Fig. 1: sequential cells grouped by signal name
Scale bar: 50 µm.
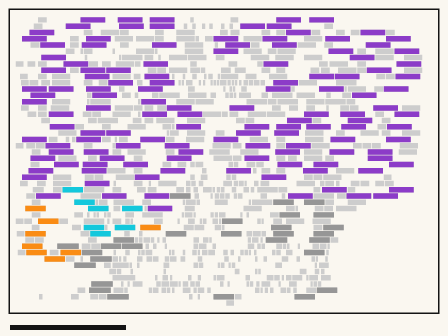
Fig. 2: congestion heat map
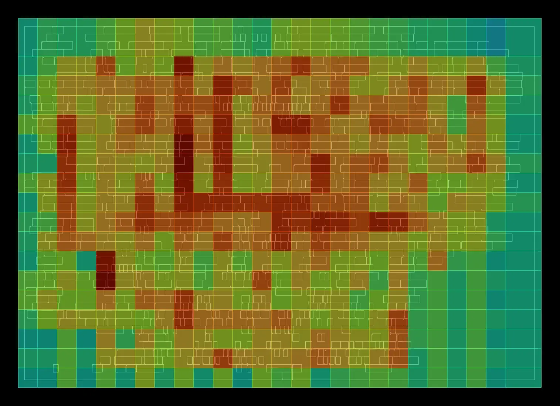
Fig. 3: selected gate families
Scale bar: 50 µm.
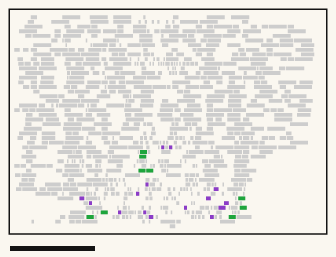
Fig. 4: close-up of the layout
Scale bar: 5 µm. Region (83, 82) to (103, 102) µm. Cells in grey, sequential cells in the stronger grey; small squares are vias.
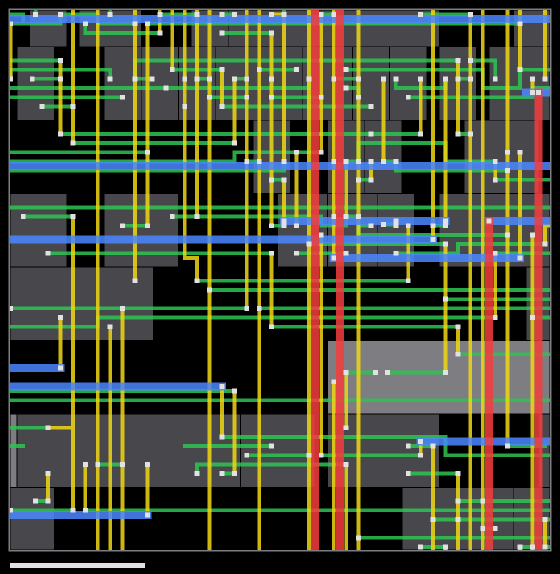
Fig. 5: wiring by layer
Scale bar: 50 µm.
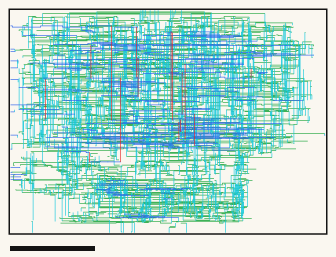
$ cat config.mk
export PLATFORM = sky130hd
export DESIGN_NAME = i2c_slave
export DESIGN_NICKNAME = d
export VERILOG_FILES = /design/src/rtl/i2c_pkg.sv /design/src/rtl/i2c_sync_edge.sv /design/src/rtl/i2c_slave.sv
export SDC_FILE = /design/constraint.sdc
export NUM_CORES = 1
export LEC_CHECK = 0
export ABC_CLOCK_PERIOD_IN_PS = 3400
export CORE_ASPECT_RATIO = 0.7
export CORE_MARGIN = 2
export CORE_UTILIZATION = 44
export CTS_CLUSTER_SIZE = 8
export DETAILED_ROUTE_END_ITERATION = 16
export GPL_TIMING_DRIVEN = 0
export SLEW_MARGIN = 25
export SYNTH_ARGS = -nofsm -noshare
export SYNTH_HDL_FRONTEND = slang
export SYNTH_SLANG_ARGS = --single-unit
$ cat constraint.sdc
create_clock -name clk -period 3.4 [get_ports clk]
set_clock_uncertainty 0.2 [all_clocks]
set_input_delay 0.68 -clock clk [delete_from_list [all_inputs] [get_ports clk]]
set_output_delay 0.68 -clock clk [all_outputs]
set_load 0.05 [all_outputs]
$ cat src/rtl/i2c_pkg.sv
// Shared definitions for the I2C slave: controller state encoding and byte geometry.
package i2c_pkg;

  localparam int unsigned I2C_BITS_PER_BYTE = 8;

  typedef enum logic [2:0] {
    IDLE,
    ADDR,
    ADDR_ACK,
    WR_DATA,
    WR_ACK,
    RD_DATA,
    RD_ACK,
    WAIT_STOP
  } i2c_slave_state_t;

endpackage

$ cat src/rtl/i2c_sync_edge.sv
// Two-flop synchronizer for an asynchronous bus line, plus rise/fall detection
// on the synchronized value. Resets to the idle-high bus level.
module i2c_sync_edge (
  input  logic clk,
  input  logic rst_n,
  input  logic d_i,
  output logic q_o,
  output logic rise_o,
  output logic fall_o
);

  // [1:0] synchronizer stages, [2] previous synchronized value
  logic [2:0] sync_q;
  logic [2:0] sync_d;

  always_comb sync_d = {sync_q[1:0], d_i};

  always_ff @(posedge clk or negedge rst_n) begin
    if (!rst_n) sync_q <= '1;
    else        sync_q <= sync_d;
  end

  assign q_o    = sync_q[1];
  assign rise_o =  sync_q[1] & ~sync_q[2];
  assign fall_o = ~sync_q[1] &  sync_q[2];

endmodule

$ cat src/rtl/i2c_slave.sv
// I2C slave with a byte buffer shared between the bus and a host port.
// Bus writes fill the buffer from a pointer; bus reads stream it back.
module i2c_slave import i2c_pkg::*; #(
  parameter logic [6:0]  SLAVE_ADDR = 7'h42,
  parameter int unsigned MEM_DEPTH  = 16
) (
  input  logic                         clk,
  input  logic                         rst_n,
  input  logic                         scl_i,
  input  logic                         sda_i,
  output logic                         sda_o,
  input  logic                         mem_we,
  input  logic [$clog2(MEM_DEPTH)-1:0] mem_addr,
  input  logic [7:0]                   mem_wdata,
  output logic [7:0]                   mem_rdata,
  output logic                         rx_valid,
  output logic [7:0]                   rx_data,
  output logic                         busy
);

  localparam int unsigned AW       = $clog2(MEM_DEPTH);
  localparam logic [3:0]  LAST_BIT = 4'(I2C_BITS_PER_BYTE - 1);
  localparam logic [3:0]  ALL_BITS = 4'(I2C_BITS_PER_BYTE);

  logic scl_s, scl_rise, scl_fall;
  logic sda_s, sda_rise, sda_fall;

  i2c_sync_edge u_scl_sync (
    .clk    (clk),
    .rst_n  (rst_n),
    .d_i    (scl_i),
    .q_o    (scl_s),
    .rise_o (scl_rise),
    .fall_o (scl_fall)
  );

  i2c_sync_edge u_sda_sync (
    .clk    (clk),
    .rst_n  (rst_n),
    .d_i    (sda_i),
    .q_o    (sda_s),
    .rise_o (sda_rise),
    .fall_o (sda_fall)
  );

  logic bus_start, bus_stop;
  assign bus_start = sda_fall & scl_s;
  assign bus_stop  = sda_rise & scl_s;

  i2c_slave_state_t state_q, state_d;
  logic [3:0]    bit_cnt_q, bit_cnt_d;
  logic [6:0]    shift_q, shift_d;
  logic [7:0]    tx_q, tx_d;
  logic [AW-1:0] ptr_q, ptr_d;
  logic          rw_q, rw_d;
  logic          sda_q, sda_d;
  logic          rx_valid_q, rx_valid_d;
  logic [7:0]    rx_data_q, rx_data_d;
  logic          bus_we;
  logic [7:0]    bus_wdata;
  logic [7:0]    rd_byte;

  logic [7:0] mem_q [MEM_DEPTH];

  assign rd_byte   = mem_q[ptr_q];
  assign bus_wdata = {shift_q, sda_s};

  // In the ACK states bit_cnt acts as a phase flag: 0 = ACK not yet driven.
  always_comb begin
    state_d    = state_q;
    bit_cnt_d  = bit_cnt_q;
    shift_d    = shift_q;
    tx_d       = tx_q;
    ptr_d      = ptr_q;
    rw_d       = rw_q;
    sda_d      = sda_q;
    rx_valid_d = 1'b0;
    rx_data_d  = rx_data_q;
    bus_we     = 1'b0;
    if (bus_start) begin
      state_d   = ADDR;
      bit_cnt_d = '0;
      ptr_d     = '0;
      sda_d     = 1'b1;
    end else if (bus_stop) begin
      state_d   = IDLE;
      bit_cnt_d = '0;
      sda_d     = 1'b1;
    end else begin
      case (state_q)
        IDLE: ;
        ADDR, WR_DATA: begin
          if (scl_rise) begin
            shift_d   = {shift_q[5:0], sda_s};
            bit_cnt_d = bit_cnt_q + 4'd1;
            if (bit_cnt_q == LAST_BIT) begin
              bit_cnt_d = '0;
              if (state_q == ADDR) begin
                rw_d    = sda_s;
                sda_d   = 1'b1;
                state_d = (shift_q == SLAVE_ADDR) ? ADDR_ACK : WAIT_STOP;
              end else begin
                bus_we     = 1'b1;
                rx_valid_d = 1'b1;
                rx_data_d  = bus_wdata;
                ptr_d      = ptr_q + AW'(1);
                state_d    = WR_ACK;
              end
            end
          end
        end
        ADDR_ACK, WR_ACK: begin
          if (scl_fall) begin
            if (bit_cnt_q == 4'd0) begin
              sda_d     = 1'b0;
              bit_cnt_d = 4'd1;
            end else begin
              bit_cnt_d = '0;
              if (state_q == ADDR_ACK && rw_q) begin
                tx_d    = rd_byte;
                sda_d   = rd_byte[7];
                state_d = RD_DATA;
              end else begin
                sda_d   = 1'b1;
                state_d = WR_DATA;
              end
            end
          end
        end
        RD_DATA: begin
          if (scl_rise) begin
            bit_cnt_d = bit_cnt_q + 4'd1;
          end else if (scl_fall) begin
            if (bit_cnt_q == ALL_BITS) begin
              sda_d     = 1'b1;
              ptr_d     = ptr_q + AW'(1);
              bit_cnt_d = '0;
              state_d   = RD_ACK;
            end else begin
              sda_d = tx_q[3'd7 - bit_cnt_q[2:0]];
            end
          end
        end
        RD_ACK: begin
          if (scl_rise) begin
            if (sda_s) state_d   = WAIT_STOP;
            else       bit_cnt_d = 4'd1;
          end else if (scl_fall && bit_cnt_q == 4'd1) begin
            tx_d      = rd_byte;
            sda_d     = rd_byte[7];
            bit_cnt_d = '0;
            state_d   = RD_DATA;
          end
        end
        WAIT_STOP: sda_d = 1'b1;
        default:   state_d = IDLE;
      endcase
    end
  end

  always_ff @(posedge clk or negedge rst_n) begin
    if (!rst_n) begin
      state_q    <= IDLE;
      bit_cnt_q  <= '0;
      shift_q    <= '0;
      tx_q       <= '0;
      ptr_q      <= '0;
      rw_q       <= 1'b0;
      sda_q      <= 1'b1;
      rx_valid_q <= 1'b0;
      rx_data_q  <= '0;
    end else begin
      state_q    <= state_d;
      bit_cnt_q  <= bit_cnt_d;
      shift_q    <= shift_d;
      tx_q       <= tx_d;
      ptr_q      <= ptr_d;
      rw_q       <= rw_d;
      sda_q      <= sda_d;
      rx_valid_q <= rx_valid_d;
      rx_data_q  <= rx_data_d;
    end
  end

  // Bus write is issued last so it takes precedence on a same-index collision.
  always_ff @(posedge clk) begin
    if (mem_we) mem_q[mem_addr] <= mem_wdata;
    if (bus_we) mem_q[ptr_q]    <= bus_wdata;
  end

  assign mem_rdata = mem_q[mem_addr];
  assign sda_o     = sda_q;
  assign rx_valid  = rx_valid_q;
  assign rx_data   = rx_data_q;
  assign busy      = !(state_q inside {IDLE, WAIT_STOP});

endmodule

==> GITHUB_STEP_SUMMARY <==
## PnR job results

| Metric | Value |
|---|---|
| Status | finished, final reports clean |
| Via count of the first global-routing pass | ~6,700 |
| Total leakage power | ~4.0 nW |
| Clk pwr share | between 30 and 40% |
| Ratio of cells with drive above 1 in the final layout | between 40 and 50% |
| Detailed Place HPWL | 22,200 µm |
| Effective utilization at floorplan | about 45% |
| Count of library flops with an enable pin | 128 |
| Max VDD drop | approximately 0.00035 V |
| Root buffer selected by CTS | clkbuf_16 |
| Taps Inserted | 312 |
| Power Combinational | between 1.5 and 2 mW |
| Synth async-reset ratio | between 20% and 30% |
| Number of hold buffers added after CTS | 0 |
| Max-slew violation count | 0 |
| Cell count after placement | 1,048 |
| Count of endpoints failing hold in the final timing report | 0 |
| Area share, top type | a little under two fifths |
| CTS H-Tree Depth | 4 |
| Vertical die size | 131 µm |
| Share of power burned in registers | between 30% and 40% |
| Clock buffers created by TritonCTS | 17 |
| Top FF cell, synth | edfxtp_1 |
| Endpoint of the most critical setup path | mem_rdata[4] |
| Data required time of the critical path | around 2.5 ns |
| Largest class | registers |
| ANT nets after route | 0 |
| Detailed Route Iter0 Violations | roughly 830 |
| TritonCTS Sinks | around 170 |
| Critical Path Sink Type | output pin |
| First-pass GRT wire length | around 45,000 µm |
| Most common cell in the synthesized netlist | mux2_2 |
| Maximum number of pins on one net before global-route repair | 23 |
| Most frequent cell on the critical path | mux4_2 |
| Largest area contributor in the synthesized netlist | edfxtp_1 |
| Instance count of the mapped netlist | roughly 700 |
| Pwr Density | 551 mW/mm² |
| Syn Area/Cell | between 10 and 15 µm² |
| Clock network power | a little under 2 mW |
| Maximum clock insertion buffer count | 2 |
| Max-capacitance violation count | 0 |
| DRT Pass-1 Iters | 6 |
| Register-to-register setup slack | between 0.15 and 0.2 ns |
| Global route overflow | 0 |
| CTS tree | built |
| Slew headroom | a little under two fifths |
| X dimension of the die | 185 µm |
| Die Outline Area | around 0.024 mm² |
| Multi-input comb cells | around 450 |
| Port bufs | 33 |
| Latest clock arrival within the worst-skew pair | 0.44 ns |
| Class of the most critical setup path | in2out |
| Share of total power in combinational logic | a little under a third |
| Post-Synthesis Net Count | around 720 |
| I/O pin count | 36 |
| Register bit total from synthesis | 171 |
| Switching share of power | between 30% and 40% |
| Fill cell count | 2,003 |
| Register ranked first by flip-flop count | mem_q |
| Hold Crit Class | in2async |
| Top cells by count, synth | mux2_2 (150), edfxtp_1 (128), mux4_2 (78) |
| YS warnings | 0 |
| Count of nets after finishing | around 780 |
| Reg2Reg Launch Point | u_scl_sync.sync_q[1] |
| Synth area leaders | edfxtp_1 (38%), mux4_2 (17%), mux2_2 (17%) |
| Cell area after technology mapping | between 0.01 and 0.015 mm² |
| Layout clock buffers | 20 |
| Cell chain of the critical path | clkbuf_8 -> buf_8 -> mux4_2 -> mux4_2 -> buf_2 |
| Net Sw Power | about 2.2 mW |
| Final cell area excluding filler cells | 0.0115 mm² |
| Weighted congestion reported at the end of routability-driven placement | roughly 0.93 |
Notes on Fig. 1 above:
cyan -> shift_q  # flops 7
purple -> mem_q  # flops 128
orange -> rx_data  # flops 8, where bottom left
utilization after layout: 51.1%
seq pwr: 2.51 mW
sequential share of cell area: 42.7%
area occupied by registers: 0.00493 mm²

Notes on Fig. 2 above:
Most Crowded Layer GR: met1
average detailed-routed wire length per instance: 28.7 µm
met3 layer usage reported by global route: 9.84%

Notes on Fig. 3 above:
purple -> AND and OR gates  # cells 15, where bottom middle
green -> adder and majority cells  # cells 9
Top cell excl fill/tap: mux2_2
multi-input logic portion of the cell area: 42.6%
Finished Layout Cells: 1,080

Notes on Fig. 4 above:
green -> met1
blue -> met3
yellow -> met2
red -> met4
most frequent = nand2_1 (6), nor2_1 (3)
netlist names of flops here include = mem_q (1)
cells with their middle in the window = 25
sequential cells in the window = 1

Notes on Fig. 5 above:
red -> met4  # wire length 410 µm
blue -> met3  # wire length 3,730 µm
cyan -> met2  # wire length 12,800 µm
green -> met1  # wire length 14,100 µm
GRT Total Usage: 26.7%
vias after detailed routing: 6,835
Routed Wire Length: 31,000 µm

-- per-layer routing --
metal / wire length (µm) / share of wire (%) / global-route usage [%]
met1: 14100 / 45 / 41.0
met2: 12800 / 41 / 35.6
met3: 3730 / 12 / 9.84
met4: 410 / 1.3 / 6.07
met5: 0 / 0 / 0
-- timing repair --
action | in CTS | in global routing
gates resized | 59 | 18
setup endpoints to repair | 100 | 61
pin swaps | 1 | 0
setup buffers | 1 | 0
-- kinds of logic (layout without fill, tap and decap cells) --
kind of cell,Yosys count,count (layout),synth area share [%]
DFF,171,171,48.8
muxes,237,237,35.1
adders and majority gates,9,9,1.12
AOI/OAI and AO/OA,76,76,5.06
and+or+nand+nor,124,124,6.60
buffers and inverters,76,147,3.02
xor gates and xnor gates,4,4,0.347
No activity file was given, so power comes from the tool's default toggle rates.
